<file path="config.mk">
export PLATFORM = sky130hd
export DESIGN_NAME = coin_key_conditioner
export DESIGN_NICKNAME = d
export VERILOG_FILES = /design/src/rtl/coin_key_conditioner.sv
export SDC_FILE = /design/constraint.sdc
export NUM_CORES = 1
export LEC_CHECK = 0
export ABC_AREA = 1
export CAP_MARGIN = 10
export CORE_MARGIN = 8
export CORE_UTILIZATION = 38
export DETAILED_ROUTE_END_ITERATION = 6
export PLACE_DENSITY = 0.62
export SYNTH_ARGS = -nofsm -noshare
export SYNTH_HDL_FRONTEND = slang
export SYNTH_SLANG_ARGS = --single-unit
export TNS_END_PERCENT = 10
</file>
<file path="constraint.sdc">
create_clock -name iCLK_50MHZ -period 9.4 [get_ports iCLK_50MHZ]
set_input_delay 1.88 -clock iCLK_50MHZ [delete_from_list [all_inputs] [get_ports iCLK_50MHZ]]
set_output_delay 1.88 -clock iCLK_50MHZ [all_outputs]
set_load 0.005 [all_outputs]
</file>
<file path="src/rtl/coin_key_conditioner.sv">
// rtl/coin_key_conditioner.sv - key synchronizer/debouncer, coin credit register and ASCII credit digits
//
// Purpose: conditions the four raw active-low pushbuttons (three coins, one
// confirm) into single-cycle press events, accumulates saturating customer
// credit, and presents that credit as two ASCII characters for the LCD.
//
// Ports:
//   iCLK_50MHZ     in   system clock
//   iRST           in   asynchronous active-high reset
//   botao0..2      in   raw coin keys, active-low, asynchronous
//   botao          in   raw confirm key, active-low, asynchronous
//   clr_credit     in   synchronous credit/overflow clear, wins over coins
//   credit         out  current credit, binary
//   credit_tens    out  ASCII tens digit (space or '1')
//   credit_ones    out  ASCII ones digit
//   coin_evt       out  one-cycle pulse when a coin was added to credit
//   confirm_pulse  out  one-cycle pulse per debounced confirm press
//   overflow       out  sticky flag: a coin was rejected by saturation
module coin_key_conditioner #(
  parameter int DEBOUNCE_CYCLES = 1000000,
  parameter int CREDIT_MAX      = 15,
  parameter int COIN0_VAL       = 1,
  parameter int COIN1_VAL       = 2,
  parameter int COIN2_VAL       = 5
) (
  input  logic       iCLK_50MHZ,
  input  logic       iRST,
  input  logic       botao0,
  input  logic       botao1,
  input  logic       botao2,
  input  logic       botao,
  input  logic       clr_credit,
  output logic [3:0] credit,
  output logic [7:0] credit_tens,
  output logic [7:0] credit_ones,
  output logic       coin_evt,
  output logic       confirm_pulse,
  output logic       overflow
);

  localparam int CW = $clog2(DEBOUNCE_CYCLES);
  localparam logic [CW-1:0] CNT_LAST = CW'(DEBOUNCE_CYCLES - 1);

  // Key order: [0]=botao0, [1]=botao1, [2]=botao2, [3]=confirm.
  logic [3:0]    raw;
  logic [3:0]    sync1;
  logic [3:0]    sync2;
  logic [3:0]    stable;
  logic [3:0]    press;
  logic [CW-1:0] cnt [4];

  logic [4:0] add;
  logic [4:0] sum;
  logic [3:0] ones_digit;

  assign raw = {botao, botao2, botao1, botao0};

  // A press is recognised on the same edge that stable falls, so the event
  // registers coincide with the debounced transition rather than a cycle later.
  always_comb begin
    press = '0;
    for (int i = 0; i < 4; i++) begin
      press[i] = (sync2[i] != stable[i]) && (cnt[i] == CNT_LAST) && !sync2[i];
    end
  end

  always_ff @(posedge iCLK_50MHZ or posedge iRST) begin
    if (iRST) begin
      sync1  <= '1;
      sync2  <= '1;
      stable <= '1;
      for (int i = 0; i < 4; i++) begin
        cnt[i] <= '0;
      end
    end else begin
      sync1 <= raw;
      sync2 <= sync1;
      for (int i = 0; i < 4; i++) begin
        if (sync2[i] == stable[i]) begin
          cnt[i] <= '0;
        end else if (cnt[i] == CNT_LAST) begin
          stable[i] <= sync2[i];
          cnt[i]    <= '0;
        end else begin
          cnt[i] <= cnt[i] + CW'(1);
        end
      end
    end
  end

  // Simultaneous coins are summed and accepted or rejected as one unit.
  always_comb begin
    add = (press[0] ? 5'(COIN0_VAL) : 5'd0)
        + (press[1] ? 5'(COIN1_VAL) : 5'd0)
        + (press[2] ? 5'(COIN2_VAL) : 5'd0);
    sum = {1'b0, credit} + add;
  end

  always_ff @(posedge iCLK_50MHZ or posedge iRST) begin
    if (iRST) begin
      credit        <= 4'd0;
      coin_evt      <= 1'b0;
      confirm_pulse <= 1'b0;
      overflow      <= 1'b0;
    end else begin
      confirm_pulse <= press[3];
      coin_evt      <= 1'b0;
      if (clr_credit) begin
        credit   <= 4'd0;
        overflow <= 1'b0;
      end else if (add != 5'd0) begin
        if (sum <= 5'(CREDIT_MAX)) begin
          credit   <= sum[3:0];
          coin_evt <= 1'b1;
        end else begin
          overflow <= 1'b1;
        end
      end
    end
  end

  always_comb begin
    ones_digit = (credit >= 4'd10) ? (credit - 4'd10) : credit;
  end

  assign credit_tens = (credit >= 4'd10) ? 8'h31 : 8'h20;
  assign credit_ones = 8'h30 + {4'b0000, ones_digit};

endmodule

</file>
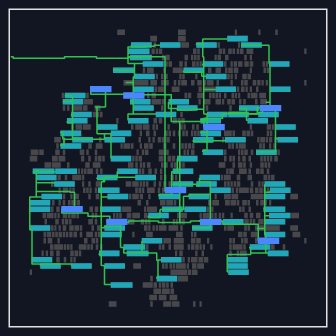
Run 1: routed clock nets over the placement
legend:
  cyan:
    item: flip-flops
    count: 99
  blue:
    item: cells driving clock nets
    count: 9
  green:
    item: clock wires
    length: 1,220 microns
routed clock nets: 10

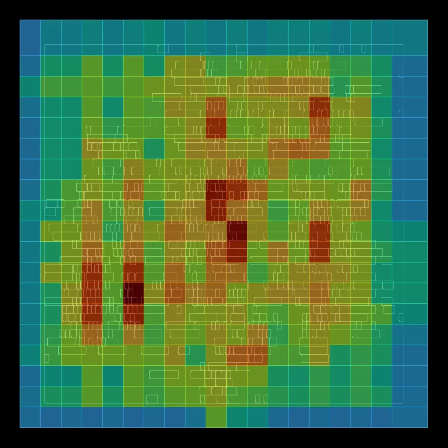
Run 1: routing congestion map
GR Util met3: 3.47%
met2 Resource Use GR: 20.8%

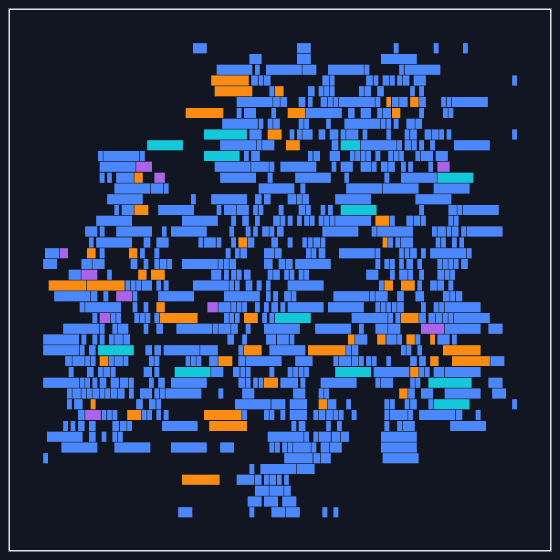
Run 1: sizing map
legend:
  orange:
    size: drive 2
    cells: 47
    share: 6.6%
    most_used: dfstp_2
  purple:
    size: drive 3 to 4
    cells: 10
    share: 1.4%
    most_used: nor2_4
  cyan:
    size: drive 6 and up
    cells: 12
    share: 1.7%
    most_used: clkbuf_16
  blue:
    size: drive 1 or less
    cells: 646
    share: 90%
    most_used: nor2_1
Non-CTS buffers: 20
final setup margin: 5600 ps
Area Overhead vs Synth: 12.4%
Final Instance Area: 6160 sq um

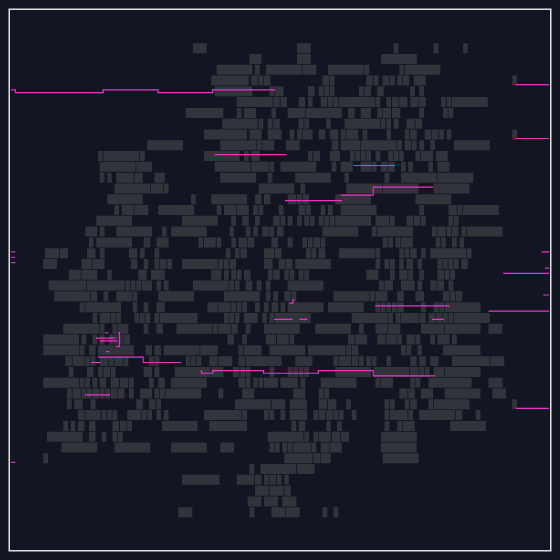
Run 1: metal 3
Cells faint in the background.
longest straight run: 22.1 microns
share of all routed wire: 3.0%
main direction: horizontal
wire length on this layer: 328 microns
nets with wire on the layer: 24

==> results.json, run 1 <==
{
  "pre_cts_ws_ps": 5880,
  "drt_pre_antenna_iters": 4,
  "grt_use_total_pct": 12.7,
  "seqPwrFrac_pct": 50.7,
  "gp_congestion": 0.815,
  "end_kind": "output pin",
  "grt_max_degree": 57,
  "cts_buffers": 9,
  "period_used_pct": 40.4,
  "grt_pass1_wl_microns": 19000,
  "ctsResizeCount": 0,
  "warnings": 26,
  "finalSetupTns_ps": 0,
  "cts.reportedPaths.clkPinSlew_ps": 70,
  "finalHoldViolCount": 0,
  "cts_sinks": 99,
  "p_comb_share_pct": 3.6,
  "dp_hpwl_microns": 8220,
  "yosys.cell_types.count": 38,
  "die_w_microns": 136,
  "overflow": 0,
  "diodes": 0,
  "dr.first_iter.drc_count": 273,
  "ys_cells": 686,
  "cts_tree": "yes",
  "yosysWarnings": 0,
  "holdCritPathClass": "reg2reg",
  "min_period_ps": 3800,
  "post_drt_via_cell_ratio": 4.64,
  "routedWlPerCell_microns": 12.1,
  "p_leak_nw": 2.70,
  "peakVddDrop_mv": 0.106,
  "path_buffers": 2,
  "clockBufferDepth": 2,
  "fp_util_pct": 38.3,
  "synth-edff-count": 0,
  "top_cell_area_share_pct": 39.7,
  "placed_cell_area_sq_um": 5830,
  "clk_latency_ps": 350,
  "internal_power_uw": 682,
  "ys_area_sq_um": 5480,
  "pwr-share-clk_pct": 45.7,
  "ant_nets": 0,
  "crit_arrival_ps": 1920,
  "top_area_cell": "dfrtp_1",
  "coreArea_sq_um": 14300,
  "nets": 729,
  "crit_chain": "inv_1 > a21oi_1 > mux2i_1 > clkdlybuf4s50_1",
  "skew_ps": 7.45,
  "rows": 44,
  "worst_pin_slew_ps": 773,
  "syn_area_per_cell_sq_um": 7.99,
  "cts_hold_buf": 0,
  "p_per_area_nw_per_um2": 140,
  "via_count": 4172,
  "slowest_delay_ps": 520,
  "dieHeight_microns": 136,
  "max-slew-margin-rel_pct": 48.1,
  "ys_seq_share_pct": 45.5,
  "boundaryPins": 30,
  "die_area_sq_um": 18500,
  "outcome": "finished clean",
  "grt_pass1_vias": 4042,
  "fill_cells": 1461,
  "lay_top_count": "nor2_1",
  "crit_type": "reg2out",
  "power.net_switching_uw": 181,
  "post-route-drc-count": 0,
  "cp_top_family": "buffers and inverters",
  "crit_path_top_delay_cell": "clkdlybuf4s50_1",
  "drv_cap": 0,
  "htreeDepth": 3,
  "rsz0062_at_grt": "no",
  "cp-start-kind": "flip-flop",
  "syn_inst": 686,
  "finalWirelength_microns": 10800,
  "cts_setup_buffers": 0,
  "async_flop_share_pct": 100,
  "worst-path-max-fanout": 6,
  "root_buffer": "clkbuf_16",
  "drive_gt1_share_pct": 9.65,
  "setup_violations": 0,
  "synth_area_sq_um": 5480,
  "max_freq_mhz": 263,
  "lay_top_cells": "132 x nor2_1, 113 x nand2_1, 88 x inv_1, 87 x dfrtp_1, 44 x nand3_1"
}
==> run 1: through the flow <==
stage                     power [mW]  utilization (%)  cells  hold WS [ps]
after floorplan                0.470                -    694           345
after global placement         0.477             40.7    883           347
after detailed placement       0.478             40.7    883           347
after CTS                      0.880             43.0    899           357
after global routing           0.902             43.0    899           364
final                          0.863             43.0    899           356
==> run 1: metal layers <==
metal	vias to the layer above	track usage [%]	wire (microns)	part of all wire [%]
li1	2204	-	-	-
met1	1916	16.2	5420	50
met2	43	20.8	4980	46
met3	9	3.47	327	3.0
met4	0	3.66	117	1.1
met5	-	0	0	0
==> run 1: worst register-to-register path, cell delays in order, from the launching register on <==
cell and delay, ps:
dfrtp_1 370, ha_1 190, nand3_1 140, nor2_2 170, nand2_2 110, inv_2 80, nand4_2 140, nor3_1 200
ha_1 210, nand2_1 60, nor2_1 130, ha_1 290, a21o_1 190, a31oi_1 320, inv_1 100, nand2_1 90
nand2_1 120, nand2_1 80, nand2_1 50
==> run 1: registers in the layout (all words and copies together), names as in the netlist <==
register       cells
cnt               80
credit             4
stable             4
sync1              4
sync2              4
coin_evt           1
confirm_pulse      1
overflow           1
==> run 1: synth_stat cells (2+ instances only) <==
library cell / number
or2_2: 2
and3_1: 2
dfrtp_1: 87
nor3b_1: 5
nor2_4: 4
buf_4: 14
o21bai_1: 2
nor2_2: 7
nor3_2: 4
inv_1: 89
nor3b_2: 2
a211oi_1: 3
nand4_1: 15
nand2_1: 113
xnor2_1: 15
a21oi_1: 22
nor3_1: 33
o21ai_0: 9
inv_2: 4
nand3_1: 44
ha_1: 11
nand3_2: 6
nor2_1: 132
a31oi_1: 5
xor2_1: 24
conb_1: 2
dfstp_2: 12
nand2_2: 8
==> run 1: cell families after synthesis <==
group | after synthesis | share of synthesized area, %
AOI/OAI and AO/OA | 44 | 4.45
adders and majority gates | 12 | 2.88
other | 2 | 0.137
muxes | 1 | 0.183
and+or+nand+nor | 381 | 32.3
buffers and inverters | 108 | 8.38
DFF | 99 | 45.5
xor gates and xnor gates | 39 | 6.23
==> run 1: final cells by class <==
| cell class | count | area, sq um | area share (%) |
|---|---|---|---|
| Inverter | 93 | 352 | 5.71 |
| Clock inverter | 6 | 88.8 | 1.44 |
| Multi-Input combinational cell | 487 | 2560 | 41.5 |
| Sequential cell | 99 | 2490 | 40.5 |
| Tap cell | 184 | 230 | 3.74 |
| Timing Repair Buffer | 20 | 198 | 3.21 |
| Clock buffer | 10 | 239 | 3.88 |
==> run 1: path summary, 6_finish.rpt <==
kind	slack (ps)	start	endpoint	cells after the start
max in group asynchronous	6350	iRST	cnt[75]	3
setup / recovery	5600	credit[1]	credit_ones[2]	4
hold reg to reg	360	sync1[1]	sync2[1]	0
hold / removal	360	sync1[1]	sync2[1]	0
setup reg to reg	6280	cnt[60]	credit[2]	18
min in group asynchronous	1930	iRST	cnt[49]	2
==> run 1: power groups by stage <==
stage	Clock, mW	Sequential [mW]	Combinational [mW]
after detailed placement	0	0.445	0.0322
after global placement	0	0.445	0.0319
after global routing	0.427	0.438	0.0367
after CTS	0.410	0.437	0.0323
final	0.395	0.438	0.0312
after floorplan	0	0.444	0.0257
==> inputs of run 2 (changes only) <==
clock period = 3.5 ns   (was 9.4 ns; I/O delays follow)
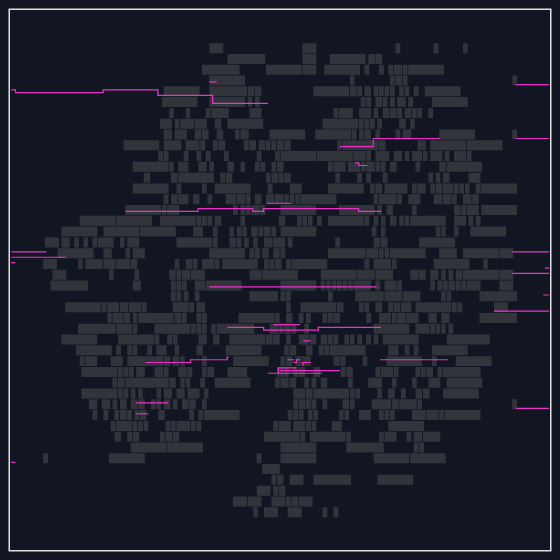
Run 2: metal 3
Cells faint in the background.
share of all routed wire: 4.0%
wire length on this layer: 434 microns
nets with wire on the layer: 23
longest straight run: 41.9 microns

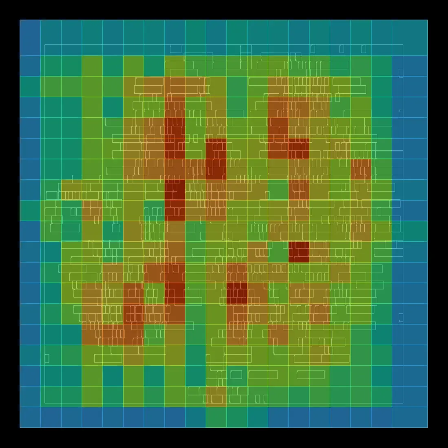
Run 2: routing congestion map
DR WL/cell: 12.1 microns
GRT Overall Usage: 12.7%
met2 Resource Use GR: 20.4%
GR Util met1: 16.4%

==> run 2 against run 1 <==
Cell area is 0.20% higher. Worst hold slack hardly changed. Final cell count stayed put. Non-clock buffer count stayed put. Count of clock-buffer cells in the layout is 1 higher. Via count is 0.29% higher. Largest power group unchanged. Setup slack worse by 5100 ps. Register-to-register slack worse by 5800 ps. Combinational power went up to 2.7 times the previous value. Routed wire length is 0.62% higher. Highest routed layer unchanged. Core utilization is 0.087 points higher.
==> results.json, run 2 <==
{
  "synthXorXnorAreaFrac_pct": 6.23,
  "diodes": 0,
  "fa_ha_area_share_pct": 2.88,
  "min_period_ps": 3030,
  "placed_cell_area_sq_um": 5840,
  "p_leak_nw": 2.72,
  "cp-start-kind": "flip-flop",
  "yosysWarnings": 0,
  "dr.first_iter.drc_count": 297,
  "slowest_delay_ps": 410,
  "ys_area_sq_um": 5480,
  "outcome": "finished clean",
  "drt_pre_antenna_iters": 5,
  "fin_ws_ps": 470,
  "period_used_pct": 86.6,
  "dieHeight_microns": 136,
  "syn_to_final_growth_pct": 12.6,
  "finalSetupTns_ps": 0,
  "holdWs_ps": 356,
  "finalWirelength_microns": 10900,
  "rows": 44,
  "dp_hpwl_microns": 8130,
  "cts.reportedPaths.clkPinSlew_ps": 60,
  "ys_seq_share_pct": 45.5,
  "syn_area_per_cell_sq_um": 7.99,
  "overflow": 0,
  "power_mw": 2.34,
  "drive_gt1_share_pct": 9.65,
  "nets": 729,
  "peakVddDrop_mv": 0.238,
  "finalHoldViolCount": 0,
  "ctsResizeCount": 0,
  "final_core_util_pct": 43.1,
  "crit_type": "reg2reg",
  "p_per_area_nw_per_um2": 380,
  "coreArea_sq_um": 14300,
  "cts_setup_buffers": 0,
  "end_kind": "flip-flop",
  "cts_hold_buf": 0,
  "root_buffer": "clkbuf_16",
  "worst-path-max-fanout": 5,
  "holdCritPathClass": "reg2reg",
  "worst_pin_slew_ps": 695,
  "final_cell_area_sq_um": 6170,
  "post_drt_via_cell_ratio": 4.65,
  "simple_gate_area_share_pct": 32.3,
  "clockBufferDepth": 2,
  "async_flop_share_pct": 100
}
-- run 2: cell counts after synthesis --
Identical to the previous run, type by type.
-- run 2: worst paths after layout --
kind,startpoint,to,slack [ps],cells past startpoint
min in group asynchronous,iRST,cnt[51],780,2
worst min-delay path,sync1[3],sync2[3],360,0
max in group asynchronous,iRST,stable[2],1980,3
worst max-delay path,cnt[60],credit[0],470,17
worst max register to register,cnt[60],credit[0],470,17
worst min register to register,sync1[3],sync2[3],360,0
-- run 2: cell type report --
type,count,area [sq um]
inverters,93,352
clock inverters,5,75.1
flip-flops and latches,99,2490
well taps,184,230
multi-input cells,487,2560
repair buffers,20,210
clock buffers,11,253
fillers,1434,8140
-- run 2: logic make-up (layout without fill, tap and decap cells) --
kind of cell | Yosys count | count (layout)
and+or+nand+nor | 381 | 381
AOI/OAI and AO/OA | 44 | 44
adders and majority gates | 12 | 12
xor gates and xnor gates | 39 | 39
other | 2 | 10
muxes | 1 | 1
DFF | 99 | 99
buffers and inverters | 108 | 129
-- run 2: metal layers --
| metal | routed length, microns | GRT usage [%] | part of all wire (%) | vias to the layer above |
|---|---|---|---|---|
| li1 | - | - | - | 2207 |
| met1 | 5300 | 16.4 | 49 | 1921 |
| met2 | 5060 | 20.4 | 46 | 45 |
| met3 | 433 | 3.03 | 4.0 | 11 |
| met4 | 115 | 4.51 | 1.1 | 0 |
| met5 | 0 | 0 | 0 | - |
-- run 2: power breakdown --
part / leakage (nW) / total, mW / internal [mW] / switching (mW)
clock: 0.165 / 1.08 / 0.661 / 0.423
combinational: 1.22 / 0.0847 / 0.0255 / 0.0592
sequential: 1.33 / 1.18 / 1.16 / 0.0116
No activity file was given, so power comes from the tool's default toggle rates.
